File: src/rtl/controle_pkg.sv
// Shared definitions for the multicycle control unit: opcode map, state
// encoding, PC-source and ALU-operation codes, and the control word layout.
package controle_pkg;

   // Opcode map (0000..1000 are register ALU operations)
   localparam logic [3:0] OP_ULA_MAX  = 4'b1000;
   localparam logic [3:0] OP_CARGA    = 4'b1001;
   localparam logic [3:0] OP_ARMAZENA = 4'b1010;
   localparam logic [3:0] OP_SALTO    = 4'b1011;
   localparam logic [3:0] OP_DESVIO   = 4'b1100;
   localparam logic [3:0] OP_ADDI     = 4'b1101;
   localparam logic [3:0] OP_ILEGAL   = 4'b1110;
   localparam logic [3:0] OP_NOP      = 4'b1111;

   // State encoding, visible on ESTADO for debug
   typedef enum logic [2:0] {
      ST_BUSCA   = 3'd0,
      ST_DECOD   = 3'd1,
      ST_EXEC    = 3'd2,
      ST_MEM     = 3'd3,
      ST_ESCRITA = 3'd4,
      ST_ERRO    = 3'd5
   } estado_t;

   // PC source select
   localparam logic [1:0] FCP_PC_MAIS_1 = 2'b00;
   localparam logic [1:0] FCP_DESVIO    = 2'b01;
   localparam logic [1:0] FCP_SALTO     = 2'b10;

   // ALU operation select
   localparam logic [1:0] ULA_SOMA  = 2'b00;
   localparam logic [1:0] ULA_SUB   = 2'b01;
   localparam logic [1:0] ULA_CODOP = 2'b10;

   // Control word driven towards the datapath
   typedef struct packed {
      logic       escpc;
      logic [1:0] fontecp;
      logic       escir;
      logic       lermem;
      logic       escmem;
      logic       ioud;
      logic [1:0] ulaop;
      logic       ulafonteb;
      logic       memparareg;
      logic       escreg;
      logic       erro;
   } ctrl_t;

   // True for the register-register ALU opcodes
   function automatic logic op_ula(input logic [3:0] codop);
      return (codop <= OP_ULA_MAX);
   endfunction

endpackage

File: src/rtl/temporizador_mem.sv
// Memory wait watchdog: counts stalled cycles in a wait state.
// Ports: CLK, RST_N (async, active-low); limpa clears the count,
// incrementa advances it; estouro is high while the count equals LIMITE.
module temporizador_mem #(
   parameter int unsigned LIMITE = 8
) (
   input  logic CLK,
   input  logic RST_N,
   input  logic limpa,
   input  logic incrementa,
   output logic estouro
);

   localparam int unsigned LARGURA = (LIMITE < 1) ? 1 : $clog2(LIMITE + 1);

   logic [LARGURA-1:0] contagem;

   // Saturates at LIMITE; the FSM leaves the wait state before it could wrap
   always_ff @(posedge CLK or negedge RST_N) begin
      if (!RST_N) begin
         contagem <= '0;
      end else if (limpa) begin
         contagem <= '0;
      end else if (incrementa && !estouro) begin
         contagem <= contagem + LARGURA'(1);
      end
   end

   assign estouro = (contagem == LARGURA'(LIMITE));

endmodule

File: src/rtl/controle_multiciclo.sv
// Multicycle control unit: sequences each instruction through fetch, decode,
// execute, memory and write-back, with a memory-wait watchdog that parks the
// block in a sticky error state.
// Ports: CLK, RST_N (async, active-low); CODOP opcode, ZERO ALU flag,
// MEM_PRONTO memory ready; ESCPC/FONTECP PC control, ESCIR IR load,
// LERMEM/ESCMEM/IOUD memory control, ULAOP/ULAFONTEB ALU control,
// MEMPARAREG/ESCREG register write-back, ESTADO debug state, ERRO error flag.
module controle_multiciclo
   import controle_pkg::*;
#(
   parameter int unsigned MEM_TIMEOUT = 8
) (
   input  logic       CLK,
   input  logic       RST_N,
   input  logic [3:0] CODOP,
   input  logic       ZERO,
   input  logic       MEM_PRONTO,
   output logic       ESCPC,
   output logic [1:0] FONTECP,
   output logic       ESCIR,
   output logic       LERMEM,
   output logic       ESCMEM,
   output logic       IOUD,
   output logic [1:0] ULAOP,
   output logic       ULAFONTEB,
   output logic       MEMPARAREG,
   output logic       ESCREG,
   output logic [2:0] ESTADO,
   output logic       ERRO
);

   estado_t estado;
   estado_t prox_estado;
   ctrl_t   ctrl;
   logic    limpa;
   logic    incrementa;
   logic    estouro;

   temporizador_mem #(
      .LIMITE(MEM_TIMEOUT)
   ) u_temporizador (
      .CLK       (CLK),
      .RST_N     (RST_N),
      .limpa     (limpa),
      .incrementa(incrementa),
      .estouro   (estouro)
   );

   // State register
   always_ff @(posedge CLK or negedge RST_N) begin
      if (!RST_N) begin
         estado <= ST_BUSCA;
      end else begin
         estado <= prox_estado;
      end
   end

   // Next-state and output decode
   always_comb begin
      prox_estado = estado;
      ctrl        = '0;

      case (estado)
         ST_BUSCA: begin
            ctrl.lermem = 1'b1;
            if (MEM_PRONTO) begin
               ctrl.escir   = 1'b1;
               ctrl.escpc   = 1'b1;
               ctrl.fontecp = FCP_PC_MAIS_1;
               prox_estado  = ST_DECOD;
            end else if (estouro) begin
               prox_estado = ST_ERRO;
            end
         end

         ST_DECOD: begin
            case (CODOP)
               OP_SALTO: begin
                  ctrl.escpc   = 1'b1;
                  ctrl.fontecp = FCP_SALTO;
                  prox_estado  = ST_BUSCA;
               end
               OP_NOP:    prox_estado = ST_BUSCA;
               OP_ILEGAL: prox_estado = ST_ERRO;
               default:   prox_estado = ST_EXEC;
            endcase
         end

         ST_EXEC: begin
            if (op_ula(CODOP)) begin
               ctrl.ulaop  = ULA_CODOP;
               prox_estado = ST_ESCRITA;
            end else if (CODOP == OP_ADDI) begin
               ctrl.ulafonteb = 1'b1;
               ctrl.ulaop     = ULA_SOMA;
               prox_estado    = ST_ESCRITA;
            end else if (CODOP == OP_CARGA || CODOP == OP_ARMAZENA) begin
               ctrl.ulafonteb = 1'b1;
               ctrl.ulaop     = ULA_SOMA;
               prox_estado    = ST_MEM;
            end else if (CODOP == OP_DESVIO) begin
               ctrl.ulaop   = ULA_SUB;
               ctrl.fontecp = FCP_DESVIO;
               ctrl.escpc   = ZERO;
               prox_estado  = ST_BUSCA;
            end else begin
               // Jump/nop/illegal never reach EXEC; recover to fetch
               prox_estado = ST_BUSCA;
            end
         end

         ST_MEM: begin
            ctrl.ioud   = 1'b1;
            ctrl.lermem = (CODOP == OP_CARGA);
            ctrl.escmem = (CODOP == OP_ARMAZENA);
            if (MEM_PRONTO) begin
               prox_estado = (CODOP == OP_CARGA) ? ST_ESCRITA : ST_BUSCA;
            end else if (estouro) begin
               prox_estado = ST_ERRO;
            end
         end

         ST_ESCRITA: begin
            ctrl.escreg     = 1'b1;
            ctrl.memparareg = (CODOP == OP_CARGA);
            prox_estado     = ST_BUSCA;
         end

         ST_ERRO: begin
            ctrl.erro   = 1'b1;
            prox_estado = ST_ERRO;
         end

         default: prox_estado = ST_ERRO;
      endcase

      // Watchdog: restart on any state change, count stalled wait cycles
      limpa      = (prox_estado != estado);
      incrementa = ((estado == ST_BUSCA) || (estado == ST_MEM)) && !MEM_PRONTO;
   end

   // Reset forces every output low immediately, aborting any partial write
   assign ESCPC      = RST_N & ctrl.escpc;
   assign FONTECP    = RST_N ? ctrl.fontecp : 2'b00;
   assign ESCIR      = RST_N & ctrl.escir;
   assign LERMEM     = RST_N & ctrl.lermem;
   assign ESCMEM     = RST_N & ctrl.escmem;
   assign IOUD       = RST_N & ctrl.ioud;
   assign ULAOP      = RST_N ? ctrl.ulaop : 2'b00;
   assign ULAFONTEB  = RST_N & ctrl.ulafonteb;
   assign MEMPARAREG = RST_N & ctrl.memparareg;
   assign ESCREG     = RST_N & ctrl.escreg;
   assign ESTADO     = RST_N ? 3'(estado) : 3'd0;
   assign ERRO       = RST_N & ctrl.erro;

endmodule

File: config.mk
export PLATFORM = sky130hd
export DESIGN_NAME = controle_multiciclo
export DESIGN_NICKNAME = d
export VERILOG_FILES = /design/src/rtl/controle_pkg.sv /design/src/rtl/temporizador_mem.sv /design/src/rtl/controle_multiciclo.sv
export SDC_FILE = /design/constraint.sdc
export NUM_CORES = 1
export LEC_CHECK = 0
export ABC_AREA = 1
export CORE_UTILIZATION = 49
export DETAILED_ROUTE_END_ITERATION = 8
export PLACE_DENSITY = 0.83
export SLEW_MARGIN = 25
export SYNTH_ARGS = -nofsm -noshare
export SYNTH_HDL_FRONTEND = slang
export SYNTH_SLANG_ARGS = --single-unit
File: constraint.sdc
create_clock -name CLK -period 4.22 [get_ports CLK]
set_input_delay 0.844 -clock CLK [delete_from_list [all_inputs] [get_ports CLK]]
set_output_delay 0.844 -clock CLK [all_outputs]
set_load 0.01 [all_outputs]
==> results.yml <==
# generated from flow reports
layout:
  layout_top_cells_excl_fill_tap: "23 x sky130_fd_sc_hd__clkdlybuf4s50_1, 22 x sky130_fd_sc_hd__nand2_1, 19 x sky130_fd_sc_hd__nor2_1"
  clockNetworkAreaShare_pct: 2.494
  final_core_util_pct: 69.93
  instances_no_fill: 163
  comb-cell-share_pct: 48.57
  largest_register_ffs: 4
  top_regs: "u_temporizador.contagem (4), estado (3)"
  nonClockInverterCount: 22
  max_flop_register: "u_temporizador.contagem"
  nFillCells: 145
  regArea_um2: 175.2
  n_multi_input_combinational_cell: 90
  largest_class: "multi-input combinational cells"
  antenna_cells: 0
  buffer_area_share_pct: 22.57
  final.signal_buffer_count: 24
  seq-cell-share_pct: 16.63
  logic_area_um2: 511.7
  drive_above_1_share_pct: 18.37
  nets: 158
  layout_top_cell_excl_fill_tap: "sky130_fd_sc_hd__clkdlybuf4s50_1"
  synthToLayoutAreaGrowth_pct: 33.65
  fin_area_um2: 1054
setup_path:
  critical-path-top-cell-by-count: "sky130_fd_sc_hd__clkdlybuf4s50_1"
  critPathBufInv: 3
  reg2reg_setup_slack_ns: 2.65
  path_depth: 4
  crit_path_start: "RST_N"
  worstPathCellList: "clkdlybuf4s50_1 > clkinv_1 > nor3_1 > clkdlybuf4s50_1"
  critical_path.endpoint: "ESCMEM"
  endpoint_kind: "primary output"
  slowest_delay_ns: 0.69
  worst_ep_arrival_time_ns: 2.65
  timing.critical_path.fanout_max: 9
  worstReg2RegEnd: "u_temporizador.contagem[3]"
  crit_path_drt_ns: 3.38
  critical-path-top-delay-family: "buffers and inverters"
  r2r_depth: 6
  cp_slowest_cell: "sky130_fd_sc_hd__clkdlybuf4s50_1"
  timing.setup.critical_path_class: "in -> out"
  timing.rr.start: "estado[0]"
yosys:
  yosys_register_bits: 7
  ys_sh_aoi_pct: 6.667
  edff_count_synth: 0
  post_synth_main_area_contributors: "sky130_fd_sc_hd__dfrtp_1 22%, sky130_fd_sc_hd__nand2_1 10%, sky130_fd_sc_hd__nor2_1 9.0%, sky130_fd_sc_hd__inv_1 8.1%, sky130_fd_sc_hd__nand3_1 7.0%"
  yosys.stat.chipArea_um2: 788.3
  yosys-dominant-comb-family: "simple AND/OR/NAND/NOR gates"
  top_cell_area_share_pct: 22.22
  synthesis.area_per_instance_um2: 6.515
  async_reset_ff_share_pct: 100.0
  syn-num-nets: 131
  synth.top_cells.by_count: "22 x sky130_fd_sc_hd__nand2_1, 19 x sky130_fd_sc_hd__nor2_1, 17 x sky130_fd_sc_hd__inv_1"
  ys_cells: 121
  synth-main-ff-cell: "sky130_fd_sc_hd__dfrtp_1"
  synth_sequential_area_ratio_pct: 22.22
  synthMuxAreaShare_pct: 0
  simple_gate_share_pct: 51.75
  most_common_cell: "sky130_fd_sc_hd__nand2_1"
  area_fraction_in_full_adders_half_adders_and_majority_gates_pct: 3.175
  top_area_cell: "sky130_fd_sc_hd__dfrtp_1"
  syn-instance-count: 121
  post_synth_instance_area_um2: 788.3
floorplan:
  floorplan_stage_core_utilization_pct: 52.33
  tapcell.inserted: 16
  dieArea_um2: 1773
  ioPinCount: 24
  placeableCoreArea_um2: 1506
  die_w_um: 42.11
  placementRows: 14
  die.size.y_um: 42.11
final_timing:
  setup-violations-final: 0
  fin_hold_ws_ns: 0.6018
  min_period_over_period_pct: 82.86
  grt_setup_unrepaired: "no"
  timing.final.crit_period_ns: 3.497
  fmax_ghz: 0.2860
  relSlewSlack_pct: 74.58
  setup_tns_ns: 0
  timing.final.max_slew_violations: 0
  worst_clock_skew_ns: 0.002173
  fin_ws_ns: 0.7233
  worstMarginPinSlew_ns: 0.3814
placed_design:
  gp_congestion: 0.8552
  pre_cts_slack_ns: 0.7169
  io_buffer_count: 23
  placed_cells: 159
  detailed_place.area_um2: 1027
  dp_hpwl_mm: 1.752
clocking:
  cts.repair.resized: 0
  clock_tree_from_tritoncts: "built"
  cts.htree.levels: 1
  cts_buffer_depth: 2
  cts_hold_buf: 0
  post_cts.repair.setup_buffers: 0
  clk-insertion-delay-late_ns: 0.24
  cts.reportedPaths.clkPinSlew_ns: 0.05
  root_buffer: "sky130_fd_sc_hd__clkbuf_4"
hold_path:
  hp-start: "u_temporizador.contagem[1]"
  hold-path-endpoint: "u_temporizador.contagem[1]"
  min_delay_path_depth: 2
  min-delay-path-class: "reg -> reg"
route:
  wirelength_met1_um: 825
  avgRoutedWirePerCell_um: 12.25
  dr_wl_met2_mm: 1.037
  num_vias: 880
  drtAntennaViolNets: 0
  drt-pass1-iter-count: 6
  number_of_remaining_drc_errors: 0
  highest-signal-layer: "met4"
  violation_count_after_the_first_detailed_routing_iteration: 22
  wirelength_routed_mm: 1.996
  wl_met3_um: 96
  route.detailed.vias_per_inst: 5.399
global_routing:
  grt_pass1_vias: 842
  groute.usage.overall_pct: 25.65
  grt_met2_use_pct: 48.75
  largest_net_degree_at_the_start_of_global_routing: 10
  use_met3_pct: 2.155
  use_met1_pct: 29.22
  overflow: 0
  busiest_layer: "met2"
  antenna_found_initial: 0
run:
  openroad.warnings: 27
pwr:
  power_report.internal_total_uw: 116.1
  comb_power_uw: 27.0
  power.switching_uw: 36.62
  report.power.total_uw: 152.7
  peakVddDrop_uv: 104.3
  top_power_group: "sequential cells"
  pwr_density_cell_nw_per_um2: 145.0
  seqPwrFrac_pct: 44.7
  switching_share_pct: 23.98
  total_leakage_power_uw: 0.0005012
  clock_power_share_pct: 37.6
  pwr.group.sequential_uw: 68.3
run_status:
  run_status: "finished, final reports clean"
m2.png
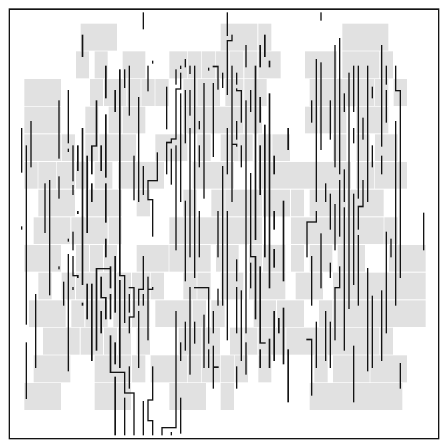
The layer carries 1,040 um of wire. The layer holds 52% of the routed length.

sizing.png
Scale bar: 10 um.
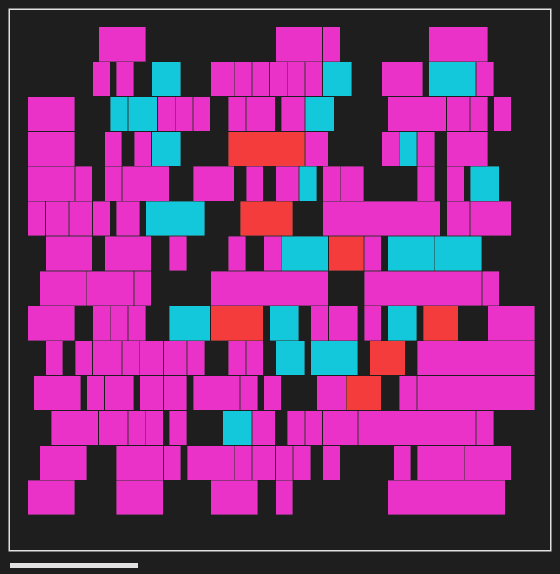
x3 and x4: marked red, cells 7. x2: marked cyan, cells 20. x1 and smaller: marked magenta, cells 120.

clock_nets.png
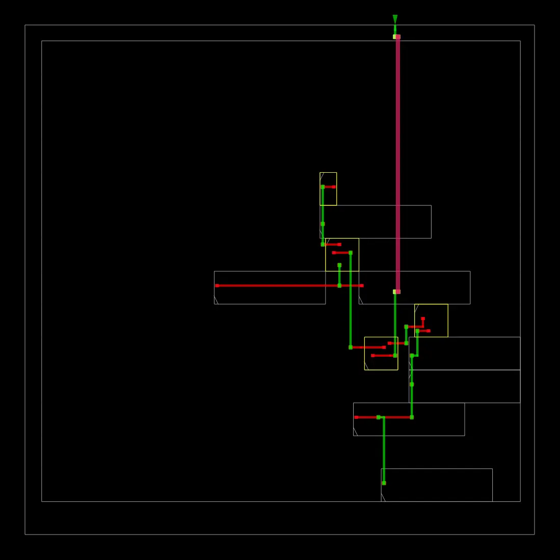
Flops: 7
clk sink count: 7
TritonCTS buffer count: 3
clock network power consumption: 57.4 uW
total of clock buffers placed in the layout: 4

No activity file was given, so power comes from the tool's default toggle rates.
